## src/rtl/serial_subtractor_pkg.sv

```systemverilog
// Shared constants for the bit-serial subtractor: FSM encoding and default width.
// Latency: none (declarations only).
// Backpressure: none (declarations only).
package serial_subtractor_pkg;

  localparam int DEFAULT_WIDTH = 4;

  typedef enum logic [1:0] {
    ST_IDLE  = 2'd0,
    ST_SHIFT = 2'd1,
    ST_DONE  = 2'd2
  } state_t;

endpackage

```

## src/rtl/serial_subtractor_full_subtractor.sv

```systemverilog
// One-bit full subtractor cell: d = a - b - bin, bout set when the bit underflows.
// Latency: purely combinational.
// Backpressure: none.
module full_subtractor (
  input  logic a,
  input  logic b,
  input  logic bin,
  output logic d,
  output logic bout
);

  // Difference bit and borrow generation/propagation.
  always_comb begin
    d    = a ^ b ^ bin;
    bout = (~a & b) | (~(a ^ b) & bin);
  end

endmodule

```

## src/rtl/serial_subtractor.sv

```systemverilog
// Bit-serial unsigned subtractor (a - b - borrow_in) mod 2^WIDTH, LSB first.
// Latency: WIDTH+1 cycles from the accepting start edge to the done pulse.
// Backpressure: start is accepted only in IDLE or DONE; requests during SHIFT are dropped.
module serial_subtractor
  import serial_subtractor_pkg::*;
#(
  parameter int WIDTH = DEFAULT_WIDTH
) (
  input  logic             clk,
  input  logic             rst,
  input  logic             start,
  input  logic [WIDTH-1:0] a,
  input  logic [WIDTH-1:0] b,
  input  logic             borrow_in,
  output logic             busy,
  output logic             done,
  output logic [WIDTH-1:0] diff,
  output logic             borrow_out
);

  localparam int CW = (WIDTH > 2) ? $clog2(WIDTH) : 1;
  localparam logic [CW-1:0] LAST_BIT = CW'(WIDTH - 1);

  state_t           state;
  logic [WIDTH-1:0] a_sr;
  logic [WIDTH-1:0] b_sr;
  logic             br;
  // Holds the WIDTH-1 most recently produced bits; the final bit is merged
  // straight into diff on the completion edge.
  logic [WIDTH-2:0] part;
  logic [CW-1:0]    cnt;

  logic             fs_d;
  logic             fs_bout;
  logic [WIDTH-1:0] part_next;

  full_subtractor u_fs (
    .a    (a_sr[0]),
    .b    (b_sr[0]),
    .bin  (br),
    .d    (fs_d),
    .bout (fs_bout)
  );

  // New bit enters at the MSB so that after WIDTH shifts bit 0 sits at the LSB.
  always_comb begin
    part_next = {fs_d, part};
  end

  // Sequencer, operand shifting, borrow flop and registered outputs.
  always_ff @(posedge clk or posedge rst) begin
    if (rst) begin
      state      <= ST_IDLE;
      a_sr       <= '0;
      b_sr       <= '0;
      br         <= 1'b0;
      part       <= '0;
      cnt        <= '0;
      busy       <= 1'b0;
      done       <= 1'b0;
      diff       <= '0;
      borrow_out <= 1'b0;
    end else begin
      done <= 1'b0;
      case (state)
        ST_IDLE, ST_DONE: begin
          if (start) begin
            a_sr  <= a;
            b_sr  <= b;
            br    <= borrow_in;
            part  <= '0;
            cnt   <= '0;
            busy  <= 1'b1;
            state <= ST_SHIFT;
          end else begin
            state <= ST_IDLE;
          end
        end
        ST_SHIFT: begin
          a_sr <= a_sr >> 1;
          b_sr <= b_sr >> 1;
          br   <= fs_bout;
          part <= part_next[WIDTH-1:1];
          cnt  <= cnt + 1'b1;
          if (cnt == LAST_BIT) begin
            diff       <= part_next;
            borrow_out <= fs_bout;
            busy       <= 1'b0;
            done       <= 1'b1;
            state      <= ST_DONE;
          end
        end
        default: begin
          busy  <= 1'b0;
          state <= ST_IDLE;
        end
      endcase
    end
  end

endmodule

```

## config.mk

```make
export PLATFORM = sky130hd
export DESIGN_NAME = serial_subtractor
export DESIGN_NICKNAME = d
export VERILOG_FILES = /design/src/rtl/serial_subtractor_pkg.sv /design/src/rtl/serial_subtractor_full_subtractor.sv /design/src/rtl/serial_subtractor.sv
export SDC_FILE = /design/constraint.sdc
export NUM_CORES = 1
export LEC_CHECK = 0
export CAP_MARGIN = 5
export CORE_UTILIZATION = 53
export CTS_CLUSTER_SIZE = 14
export DETAILED_ROUTE_END_ITERATION = 6
export PLACE_DENSITY = 0.8
export SKIP_LAST_GASP = 1
export SYNTH_ARGS = -nofsm -noshare
export SYNTH_HDL_FRONTEND = slang
export SYNTH_SLANG_ARGS = --single-unit
```

## constraint.sdc

```tcl
create_clock -name clk -period 2.85 [get_ports clk]
set_input_delay 0.4275 -clock clk [delete_from_list [all_inputs] [get_ports clk]]
set_output_delay 0.4275 -clock clk [all_outputs]
set_load 0.01 [all_outputs]
```

Run 1, signal wires on met2:
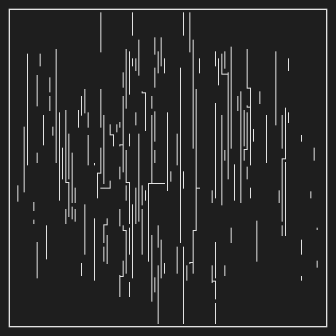
99 nets have wire on it. The layer carries 736 microns of wire. The longest straight run is 25.2 microns. The wires run mostly vertical.

Run 1, the metal 1 layer:
Scale bar: 10 microns.
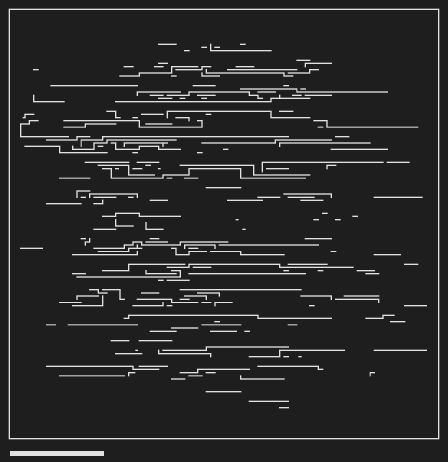
100 nets have wire on it. The layer carries 808 microns of wire.

Run 1, track usage over the die:
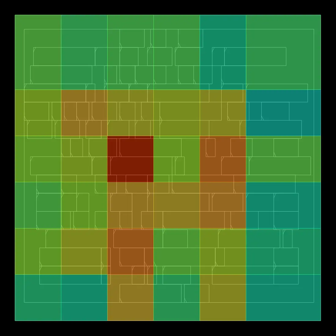
DR WL/cell: 12.9 microns
met1 usage: 0.259
final core occ: 0.693
most crowded layer after global routing: met2

==> flow_summary.json, run 1 <==
{
  "worstMarginPinSlew_ps": 839,
  "area_leaders": "dfrtp_1 57%, a22o_1 6.1%, mux2_1 5.6%",
  "min_from": "diff[1]",
  "regArea_sq_um": 576,
  "clkCellAreaFrac": 0.0215,
  "synth-area-yosys_sq_um": 1010,
  "r2r_cells": 3,
  "overflow": 0,
  "final_hold_viol_count": 0,
  "first_pass_iters": 4,
  "yosysTopAreaCell": "dfrtp_1",
  "largest_cell_class": "registers",
  "p_seq_frac": 0.464,
  "comb_area_share": 0.319,
  "sh_seq_area": 0.471,
  "tool_warnings": 26,
  "common_cells": "23 x dfrtp_1, 7 x a22o_1, 5 x a21oi_1, 5 x inv_1, 5 x mux2_1",
  "wl_met2_microns": 735,
  "numCtsBuffers": 3,
  "grt_max_degree": 24,
  "clkPwrFrac": 0.111,
  "reg.largest.list": "a_sr: 4 flops, b_sr: 4 flops, diff: 4 flops",
  "avgSynthCellArea_sq_um": 12.3,
  "drive_above_1_share": 0.0600,
  "path_max_fanout": 2,
  "die_x_microns": 45.6,
  "hold_depth": 1,
  "peakVddDrop_mv": 0.793,
  "combGateArea_sq_um": 390,
  "p_leak_nw": 0.556,
  "antenna_left": 0,
  "ios": 19,
  "timing.hold.ws_ps": 501,
  "status": "finished clean",
  "min_to": "diff[1]",
  "top_logic_kind": "AND-OR/OR-AND gates",
  "maxSlewViolCount": 0,
  "finalSetupViolCount": 0
}
Run 1, cell density map:
Scale bar: 10 microns. The die is cut into 9 by 9 equal tiles; black is low, pale yellow is high, 0 to 100% covered.
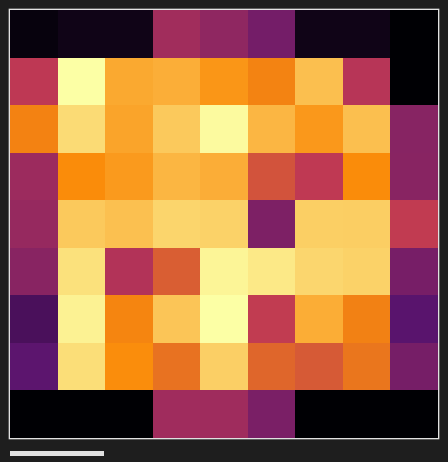

==> run 2: changes to the inputs <==
- CORE_UTILIZATION: 53 -> 50
- PLACE_DENSITY: 0.8 -> 0.76
- clock period: 2.85 -> 1.7 ns (I/O delays scaled with it)
Run 2, cell density map:
Scale bar: 10 microns. The die is cut into 9 by 9 equal tiles; black is low, pale yellow is high, 0 to 100% covered.
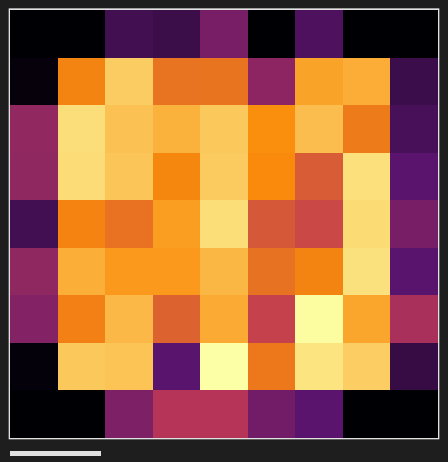
The fullest tile reaches 100%. The mean over all tiles is 55%. The densest ninth of the die: centre. 37% of the tiles are over 75% full. 14% of the tiles are nearly empty.

==> run 2 against run 1 <==
Against the previous run:
- count of clock-buffer cells in the layout is the same
- worst hold slack got worse by 220 ps
- power grew 71%
- critical path depth stayed put
- die area up 5.8%
- largest power group unchanged
- critical endpoint unchanged
- clock power up 71%
- wire length increased by 5.8%
- sequential power up 67%
- clock skew shrank 2.7 ps
- largest cell class unchanged
- synthesized cell count stayed put
- sequential share of layout area decreased by 0.57 points
- critical path type unchanged
- global-route usage up 1.0 points
==> flow_summary.json, run 2 <==
{
  "status": "finished clean",
  "timing.hold.ws_ps": 278,
  "antenna_left": 0,
  "tool_warnings": 26,
  "common_cells": "23 x dfrtp_1, 7 x a22o_1, 5 x a21oi_1, 5 x inv_1, 5 x mux2_1",
  "path_max_fanout": 2,
  "synth-area-yosys_sq_um": 1010,
  "clkPwrFrac": 0.111,
  "grt.busiest_layer": "met1",
  "regArea_sq_um": 576,
  "top_logic_kind": "AND-OR/OR-AND gates",
  "drive_above_1_share": 0.0784,
  "finalSetupViolCount": 0,
  "sh_seq_area": 0.465,
  "final_util": 0.687,
  "numCtsBuffers": 3,
  "clkCellAreaFrac": 0.0212,
  "p_seq_frac": 0.453,
  "use_met1": 0.279,
  "die_x_microns": 46.9,
  "largest_cell_class": "registers",
  "avgSynthCellArea_sq_um": 12.3,
  "peakVddDrop_mv": 0.955
}
Run 2, wire density map:
Scale bar: 10 microns. The die is cut into 9 by 9 equal tiles; black is low, pale yellow is high, scaled to the fullest tile. Values are wire area over tile area, all layers added.
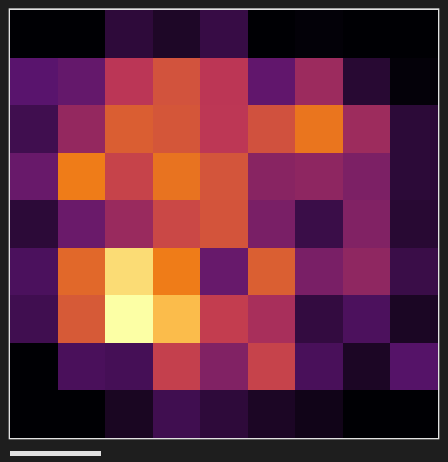
The fullest tile reaches 0.39. 15% of the tiles are nearly empty. The emptiest ninth of the die: south-east. 26% of the tiles are over half the peak.
routed via count: 689
DR WL/cell: 13.4 microns

Run 2, track usage over the die:
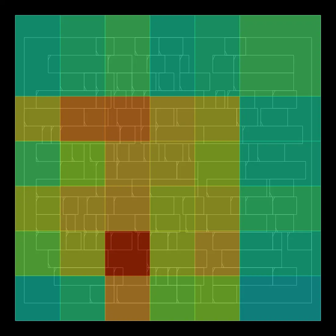

==> run 3: changes to the inputs <==
- ABC_CLOCK_PERIOD_IN_PS: unset -> 1520
- clock period: 1.7 -> 1.52 ns (I/O delays scaled with it)
Run 3, track usage over the die:
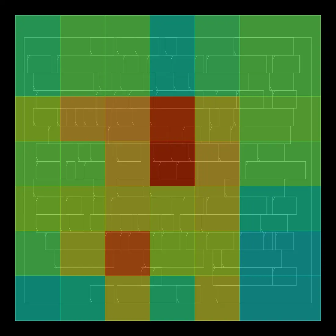
routing usage on met2: 0.289
final core occ: 0.691
met1 usage: 0.246
DR WL/cell: 13.2 microns
met3 Resource Use GR: 0.0346

Run 3, cell density map:
Scale bar: 10 microns. The die is cut into 9 by 9 equal tiles; black is low, pale yellow is high, 0 to 100% covered.
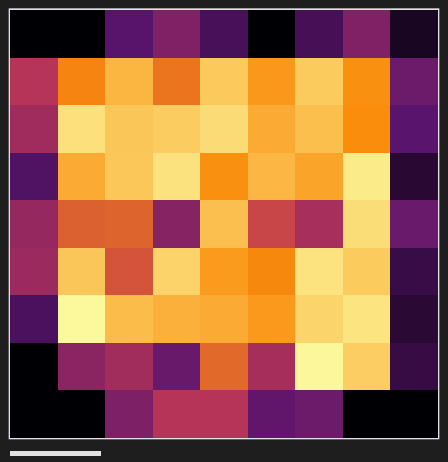
The densest ninth of the die: centre. 9.9% of the tiles are nearly empty. The mean over all tiles is 55%.
initial core utilization: 0.560
core area: 1800 sq um

==> run 3 against run 2 <==
Against the previous run:
- register-to-register slack got worse by 150 ps
- clock power up 11%
- non-clock buffer count grew 1
- worst setup slack lost 160 ps
- highest routed layer unchanged
==> flow_summary.json, run 3 <==
{
  "p_leak_nw": 0.570,
  "comb_area_share": 0.314,
  "final_hold_viol_count": 0,
  "yosysTopAreaCell": "dfrtp_1",
  "first_pass_iters": 4,
  "dr.max_layer_used": "met4",
  "worstMarginPinSlew_ps": 381,
  "tool_warnings": 26,
  "r2r_cells": 4,
  "drive_above_1_share": 0.0874,
  "timing.hold.ws_ps": 245,
  "common_cells": "23 x dfrtp_1, 7 x a22o_1, 5 x a21oi_1, 5 x inv_1, 5 x mux2_1",
  "numCtsBuffers": 3,
  "ios": 19,
  "top_logic_kind": "AND-OR/OR-AND gates",
  "grt_max_degree": 24,
  "avgSynthCellArea_sq_um": 12.3,
  "p_per_area_nw_per_um2": 1990,
  "area_leaders": "dfrtp_1 57%, a22o_1 6.1%, mux2_1 5.6%",
  "antenna_left": 0,
  "p_seq_frac": 0.444,
  "status": "finished clean",
  "grt.busiest_layer": "met2",
  "synth-area-yosys_sq_um": 1010,
  "regArea_sq_um": 576,
  "crit_chain": "clkdlybuf4s50_1",
  "clkCellAreaFrac": 0.0211,
  "die_x_microns": 46.9,
  "maxSlewViolCount": 0,
  "wl_met2_microns": 803,
  "finalSetupViolCount": 0,
  "overflow": 0,
  "combGateArea_sq_um": 390,
  "sh_seq_area": 0.462,
  "reg.largest.list": "a_sr: 4 flops, b_sr: 4 flops, diff: 4 flops",
  "largest_cell_class": "registers",
  "via_count": 669,
  "path_max_fanout": 2,
  "synth_warnings": 0,
  "p_clk_uw": 270
}
No activity file was given, so power comes from the tool's default toggle rates.
